==> config.mk <==
export PLATFORM = sky130hd
export DESIGN_NAME = l2req_arbiter_rr
export DESIGN_NICKNAME = d
export VERILOG_FILES = /design/src/rtl/l2req_arbiter_rr.sv
export SDC_FILE = /design/constraint.sdc
export NUM_CORES = 1
export LEC_CHECK = 0
export CAP_MARGIN = 20
export CELL_PAD_IN_SITES_DETAIL_PLACEMENT = 0
export CELL_PAD_IN_SITES_GLOBAL_PLACEMENT = 2
export CORE_ASPECT_RATIO = 0.9
export CORE_UTILIZATION = 18
export CTS_BUF_LIST = sky130_fd_sc_hd__clkbuf_4
export CTS_CLUSTER_SIZE = 25
export DETAILED_ROUTE_END_ITERATION = 8
export PLACE_DENSITY = 0.86
export RECOVER_POWER = 50
export SETUP_SLACK_MARGIN = 0.4
export SYNTH_ARGS = -nofsm -noshare
export SYNTH_HDL_FRONTEND = slang
export SYNTH_SLANG_ARGS = --single-unit
==> constraint.sdc <==
create_clock -name clk -period 2 [get_ports clk]
set_input_delay 0.4 -clock clk [delete_from_list [all_inputs] [get_ports clk]]
set_output_delay 0.4 -clock clk [all_outputs]
set_load 0.005 [all_outputs]
==> run_1/m3.png <==
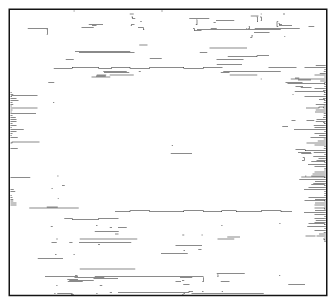
wire length on this layer: 2420 um
main direction: horizontal
longest straight run: 75.9 um
nets with wire on the layer: 213
detailed-route wire length: 46.24 mm
met3 Use GR: 4.323%

==> run_1/congestion_map.png <==
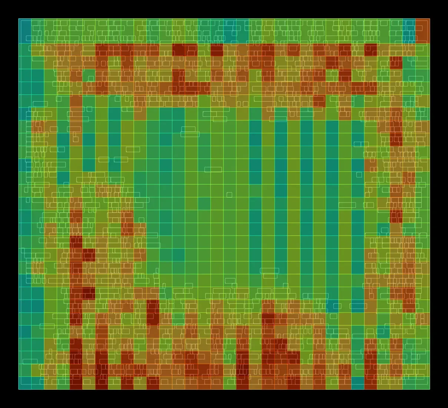
met2 track demand over resource in global routing: 30.43%
Routed WL per cell: 20.24 um
Global Route Usage Sum: 18.19%

==> run_1/m4.png <==
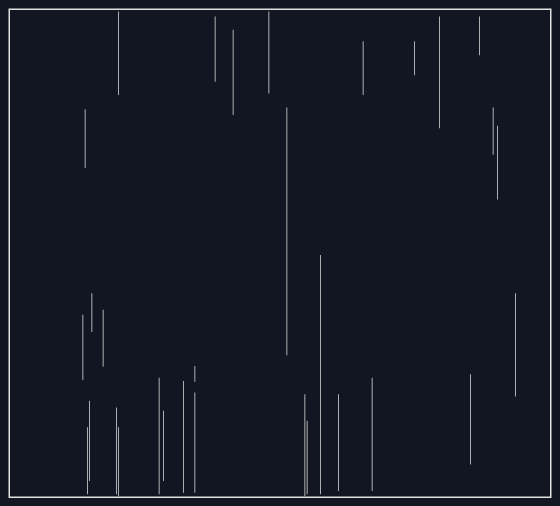
share of all routed wire: 2.4%
main direction: vertical
vias: 10702

==> results.toml, run 1 <==
# generated from flow reports
[run_status]
status = "finished, violations left"
violations = "negative setup slack"

[placement]
hpwlAfterDp_mm = 30.06
place_worst_setup_slack_ns = -0.6940
dp.cells = 2171
globalplace.congestion = 0.8960
dpl-instance-area_um2 = 14420
io_buffers = 527

[sta]
whs_ns = 0.2655
slew-limit-headroom_pct = 46.10
fmax_mhz = 434.9
setup_repair_after_global_routing_missed_its_margin = "yes"
finalWorstPathRequiredPeriod_ns = 2.299
finalSetupViolations = 80
finalHoldViolations = 0
clock-skew-final_ns = 0.02343
layout_setup_ws_ns = -0.2991
maxSlewViolCount = 0
final_min_period_over_clock_period_pct = 115.0
tightest_slew_ns = 0.8084

[die]
top_level_ports = 528
design.core.area_um2 = 42880
floorplan.core_util_pct = 18.22
floorplan.die_area_um2 = 44250
fp.dieH_um = 199.7
tapcell.inserted = 555
placement_rows = 72
dieWidth_um = 221.6

[layout]
n_all_buffers = 707
seq_cells = 158
layout.cells.most_common = "sky130_fd_sc_hd__clkdlybuf4s50_1"
largest_reg_flops = 128
non_clock_buffer_area_share_pct = 45.19
antenna-diode-count = 2
seq_area_um2 = 3348
clockBufferCount = 18
area_growth_syn_to_layout_pct = 120.5
combinational_share_of_cell_area_pct = 29.32
nonClockInverterCount = 4
commonest_non_fill_non_tap_cells_in_the_layout = "sky130_fd_sc_hd__clkdlybuf4s50_1 (390), sky130_fd_sc_hd__nand2_1 (156), sky130_fd_sc_hd__a21oi_1 (146)"
cell_type_taking_the_most_area = "non-clock buffers"
clk_share_pct = 1.903
finish.instance_area_um2 = 17230
final_layout_net_count = 2110
final-comb-area_um2 = 5051
fillerInstances = 4311

[yosys]
synthesis.instances = 1087
synth_chip_area_um2 = 7814
synth_flop_count = 158
ys_seq_share_pct = 40.48
synth_warnings = 0
syn_avg_cell_area_um2 = 7.188
edf_count = 0
ys_cells = 1087
fraction_of_synthesis_flops_using_an_asynchronous_set_or_reset_pin_pct = 0
synth_cell_types = 43

[worst_hold_path]
worst_hold_path.num_cells = 3
worstHoldPathType = "in2reg"

[worst_setup_path]
critPathTopFamily = "buffers and inverters"
r2r_setup_slack_ns = -0.10
crit_top_cell = "sky130_fd_sc_hd__buf_6"
list_of_cells_traversed_by_the_critical_path = "and4b_2 > buf_6 > buf_6 > o21ai_4 > inv_1 > buf_2"
worst_setup_path_end_kind = "output port"
cp_data_required_time_ns = 1.60
cp_slowest_stage_delay_ns = 0.41
worstSetupStartpointType = "flop"
crit_arrival_ns = 1.90
critical-path-slowest-cell = "sky130_fd_sc_hd__dfxtp_4"
crit_cells = 6
worst-r2r-cell-count = 11

[routing]
remaining_drc_errors = 0
highest_routed_metal_layer = "met4"
wl_met3_mm = 2.418
detail_route.vias_per_cell = 4.686
drt.antenna.violating_nets = 0
drt_first_iter_violations = 538
met1Wirelength_mm = 20.22
wl_met2_mm = 22.51
drt_pass1_iterations = 5

[job]
tool_warnings = 29
cap_viol_max_count = 0

[grt]
overflow = 0
met1_usage_pct = 22.62
globalRoute.busiestLayer = "met2"
grt_first_pass_wirelength_mm = 60.49
largest_net_degree_at_the_start_of_global_routing = 70
antenna_found_initial = 2
grt_pass1_vias = 9841

[clock_network]
cts-root-to-sink-buffers = 2
clkLatencyLatePin_ns = 0.67
cts_hold_buffers = 0
htree_num_levels = 4
cts_buffers = 17
clock-sinks = 158
tritoncts = "yes"
cts.clk_slew.worst_paths_ns = 0.17

[power_and_ir_drop]
power_density_nw_per_um2 = 570.9
irDropWorstVdd_mv = 0.3088
## run 1: metrics by stage
step                      total power, W  setup TNS [ns]
after CTS                       0.009478          -1.914
after global placement          0.006679          -82.39
after global routing             0.01035          -7.326
final                           0.009838          -6.111
after floorplan                 0.004689               0
after detailed placement        0.006700          -82.91
## run 1: report_power, final
part	internal (W)	switching (W)	total, W
Clock	0.00101	0.00138	0.00239
Sequential	0.00356	0.000250	0.00381
Combinational	0.00220	0.00143	0.00364
## run 1: Yosys cell counts (9+ instances only)
cell,number,area [um^2]
sky130_fd_sc_hd__o211ai_1,9,67.56
sky130_fd_sc_hd__a21oi_1,150,750.7
sky130_fd_sc_hd__a31oi_1,71,444.2
sky130_fd_sc_hd__clkbuf_1,58,217.7
sky130_fd_sc_hd__xor2_1,10,87.58
sky130_fd_sc_hd__dfxtp_1,158,3163
sky130_fd_sc_hd__o21ai_1,61,305.3
sky130_fd_sc_hd__and3_1,60,375.4
sky130_fd_sc_hd__nor2_1,21,78.83
sky130_fd_sc_hd__nand3_1,9,45.04
sky130_fd_sc_hd__o21ai_0,126,630.6
sky130_fd_sc_hd__nand2_1,260,975.9
sky130_fd_sc_hd__buf_2,28,140.1
## run 1: kinds of logic (layout without fill, tap and decap cells)
kind of cell | after synthesis | after routing | synth area share [%]
buffers and inverters | 103 | 743 | 5.636
adders and majority gates | 3 | 3 | 0.4804
and+or+nand+nor | 377 | 377 | 21.33
other | 0 | 2 | 0
AOI/OAI and AO/OA | 429 | 429 | 30.10
DFF | 158 | 158 | 40.48
muxes | 4 | 4 | 0.5124
xor gates and xnor gates | 13 | 13 | 1.457
## run 1: timing repair
action	4_1_cts	5_1_grt
gates resized	924	215
gates cloned	9	23
setup endpoints to repair	281	284
pin swaps	26	86
buffers inserted	20	27
==> run_1/m2.png <==
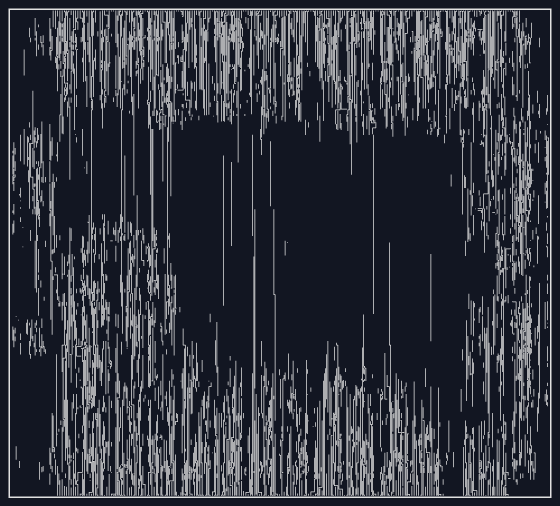

## Run 2: what changed since run 1
==> constraint.sdc (replaced) <==
create_clock -name clk -period 2 [get_ports clk]
set_input_delay 0.3 -clock clk [delete_from_list [all_inputs] [get_ports clk]]
set_output_delay 0.3 -clock clk [all_outputs]
set_load 0.005 [all_outputs]
==> run_2/m2.png <==
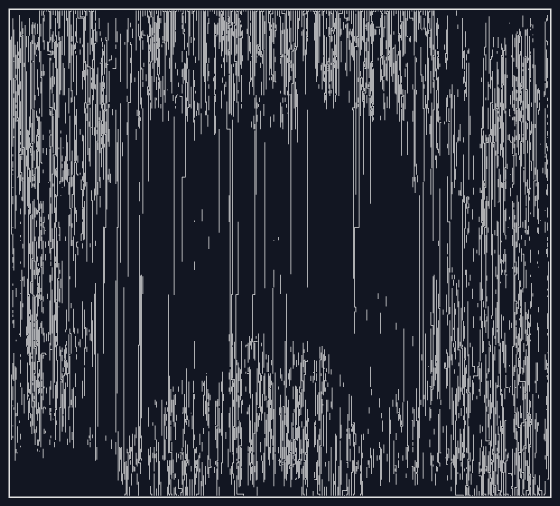
longest straight run: 99.6 um
nets with wire on the layer: 1820
vias: 10712
detailed-route wire length: 47.00 mm
met2 track demand over resource in global routing: 31.53%

==> run_2/m4.png <==
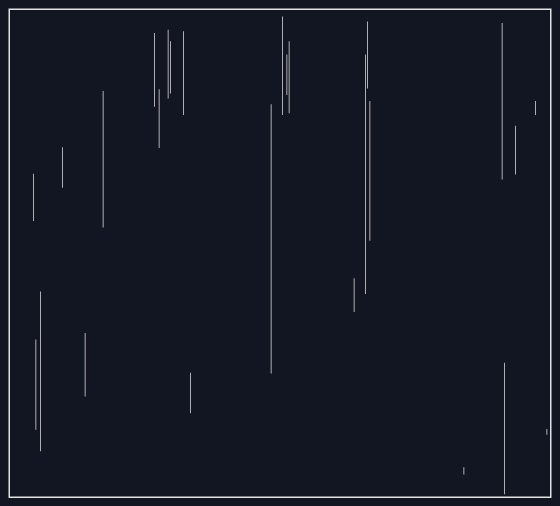
share of all routed wire: 1.9%
main direction: vertical

==> run 2 against run 1 <==
  * The flow still finishes with violations (negative setup slack)
  * Non-clock buffer count rose by 18
  * Routed wire length rose by 1.6%
  * Area after synthesis did not move
  * Setup slack improved by 0.077 ns
  * Critical path type unchanged
  * First-iteration DRC count fell by 18%
  * Cell count rose by 1.1%
  * Register-to-register slack got worse by 0.04 ns
  * Die area did not move
  * Combinational power fell by 5%
  * Critical endpoint is now req_ready[0]
==> results.toml, run 2 <==
# generated from flow reports
[layout]
layout.cells.most_common = "sky130_fd_sc_hd__clkdlybuf4s50_1"
final_layout_net_count = 2129
final-comb-area_um2 = 5221
largest_reg_flops = 128
commonest_non_fill_non_tap_cells_in_the_layout = "sky130_fd_sc_hd__clkdlybuf4s50_1 (392), sky130_fd_sc_hd__nand2_1 (179), sky130_fd_sc_hd__buf_2 (130)"
area_growth_syn_to_layout_pct = 117.1
seq_area_um2 = 3213

[placement]
hpwlAfterDp_mm = 30.56
globalplace.congestion = 0.8249
io_buffers = 527
place_worst_setup_slack_ns = -0.3557
dp.cells = 2172

[sta]
maxSlewViolCount = 0
slew-limit-headroom_pct = 57.65
finalSetupViolations = 82
finalHoldViolations = 0
finalWorstPathRequiredPeriod_ns = 2.223
clock-skew-final_ns = 0.01915
layout_setup_ws_ns = -0.2226

[clock_network]
tritoncts = "yes"
cts-root-to-sink-buffers = 2
cts.clk_slew.worst_paths_ns = 0.16
cts_buffers = 17
clock-sinks = 158
clkLatencyLatePin_ns = 0.67

[power_and_ir_drop]
switching_power_as_a_share_of_total_power_pct = 31.80
switchingPower_w = 0.002981
power_share_of_the_combinational_group_pct = 37.0
p_seq_w = 0.00369
power.combinational.total_w = 0.00346
power.internal_w = 0.006393
clock_group_power_w = 0.00222
irDropWorstVdd_mv = 0.3452
pwr-share-seq_pct = 39.4
power_density_nw_per_um2 = 552.7
power_w = 0.009374
clkPwrFrac_pct = 23.7

[grt]
grt_first_pass_wirelength_mm = 61.34
overflow = 0
grt.total_usage_pct = 18.32
grt_pass1_vias = 10060
met1_usage_pct = 20.88
globalRoute.busiestLayer = "met2"
antenna_found_initial = 9

[routing]
drt_first_iter_violations = 443
drt_pass1_iterations = 4
detail_route.vias_per_cell = 4.637
avgRoutedWirePerCell_um = 20.35
drt.antenna.violating_nets = 0
remaining_drc_errors = 0

[yosys]
synth.logic.top_family = "AND-OR/OR-AND gates"
adder_share_pct = 0.4804
ys_sh_simple_pct = 21.33
synthesis.instances = 1087
ys_cells = 1087
synth_top_cell_by_area = "sky130_fd_sc_hd__dfxtp_1"
syn_avg_cell_area_um2 = 7.188
synth_warnings = 0
compound_area_share_pct = 30.10
synth_chip_area_um2 = 7814
edf_count = 0
synth.cells.most_frequent = "sky130_fd_sc_hd__nand2_1 (260), sky130_fd_sc_hd__dfxtp_1 (158), sky130_fd_sc_hd__a21oi_1 (150), sky130_fd_sc_hd__o21ai_0 (126), sky130_fd_sc_hd__a31oi_1 (71)"
synth_flop_count = 158
synth_cell_types = 43
yosys.cell_count.top_type = "sky130_fd_sc_hd__nand2_1"

[job]
cap_viol_max_count = 0
tool_warnings = 30

[die]
design.core.area_um2 = 42880
fp.dieH_um = 199.7
dieWidth_um = 221.6
top_level_ports = 528
placement_rows = 72

[worst_hold_path]
worstHoldPathType = "in2reg"

[run_status]
status = "finished, violations left"
violations = "negative setup slack"

[worst_setup_path]
crit_arrival_ns = 1.92
r2r_setup_slack_ns = -0.14
worstSetupStartpointType = "flop"
list_of_cells_traversed_by_the_critical_path = "and4b_1 > buf_6 > o32ai_4 > and2_4 > buf_6"
crit_top_cell = "sky130_fd_sc_hd__buf_6"
critical-path-slowest-cell = "sky130_fd_sc_hd__dfxtp_4"
critPathTopFamily = "simple AND/OR/NAND/NOR gates"
cp_slowest_stage_delay_ns = 0.40
run 2: repair_timing:
item,in CTS,in global routing
endpoints found under the setup margin,281,163
gates cloned,13,25
pin swaps,48,145
hold buffers,0,0
resized,764,290
hold endpoints to repair,0,0
setup buffers,41,18
run 2: metal layers:
layer  vias up  routed length (um)
li1       5163                   -
met2       433               23790
met5         -                  13
met1      5058               18660
met3        56                3618
met4         2                 911
run 2: area by class of cell:
class	instances	area share [%]
diodes	9	0.1328
multi-input cells	827	30.78
clock buffers	20	0.8852
flip-flops and latches	158	18.94
clock inverters	12	0.8556
well taps	555	4.094
inverters	4	0.08852
repair buffers	725	44.22
run 2: stage by stage:
stage | setup TNS, ns | area, um^2 | hold slack (ns) | utilization [%]
after floorplan | 0 | 7831 | 0.4263 | -
after global placement | -32.27 | 14480 | 0.4321 | 33.76
after detailed placement | -33.01 | 14480 | 0.4376 | 33.76
after CTS | -2.909 | 15420 | 0.05569 | 35.96
after global routing | -10.14 | 16960 | 0.07899 | 39.55
final | -5.263 | 16960 | 0.1700 | 39.56
run 2: worst register-to-register path, cell delays in order, from the launching register on:
cell and delay, ns:
sky130_fd_sc_hd__dfxtp_2 0.39, sky130_fd_sc_hd__and2b_4 0.20, sky130_fd_sc_hd__o211a_4 0.25, sky130_fd_sc_hd__buf_6 0.12, sky130_fd_sc_hd__buf_6 0.11, sky130_fd_sc_hd__buf_6 0.11, sky130_fd_sc_hd__nor2_4 0.14, sky130_fd_sc_hd__buf_6 0.12
sky130_fd_sc_hd__buf_12 0.10, sky130_fd_sc_hd__buf_16 0.14, sky130_fd_sc_hd__clkbuf_16 0.16, sky130_fd_sc_hd__and3_4 0.17, sky130_fd_sc_hd__o21ai_2 0.04
Power figures rest on the tool's default switching activity, not on a simulated workload.
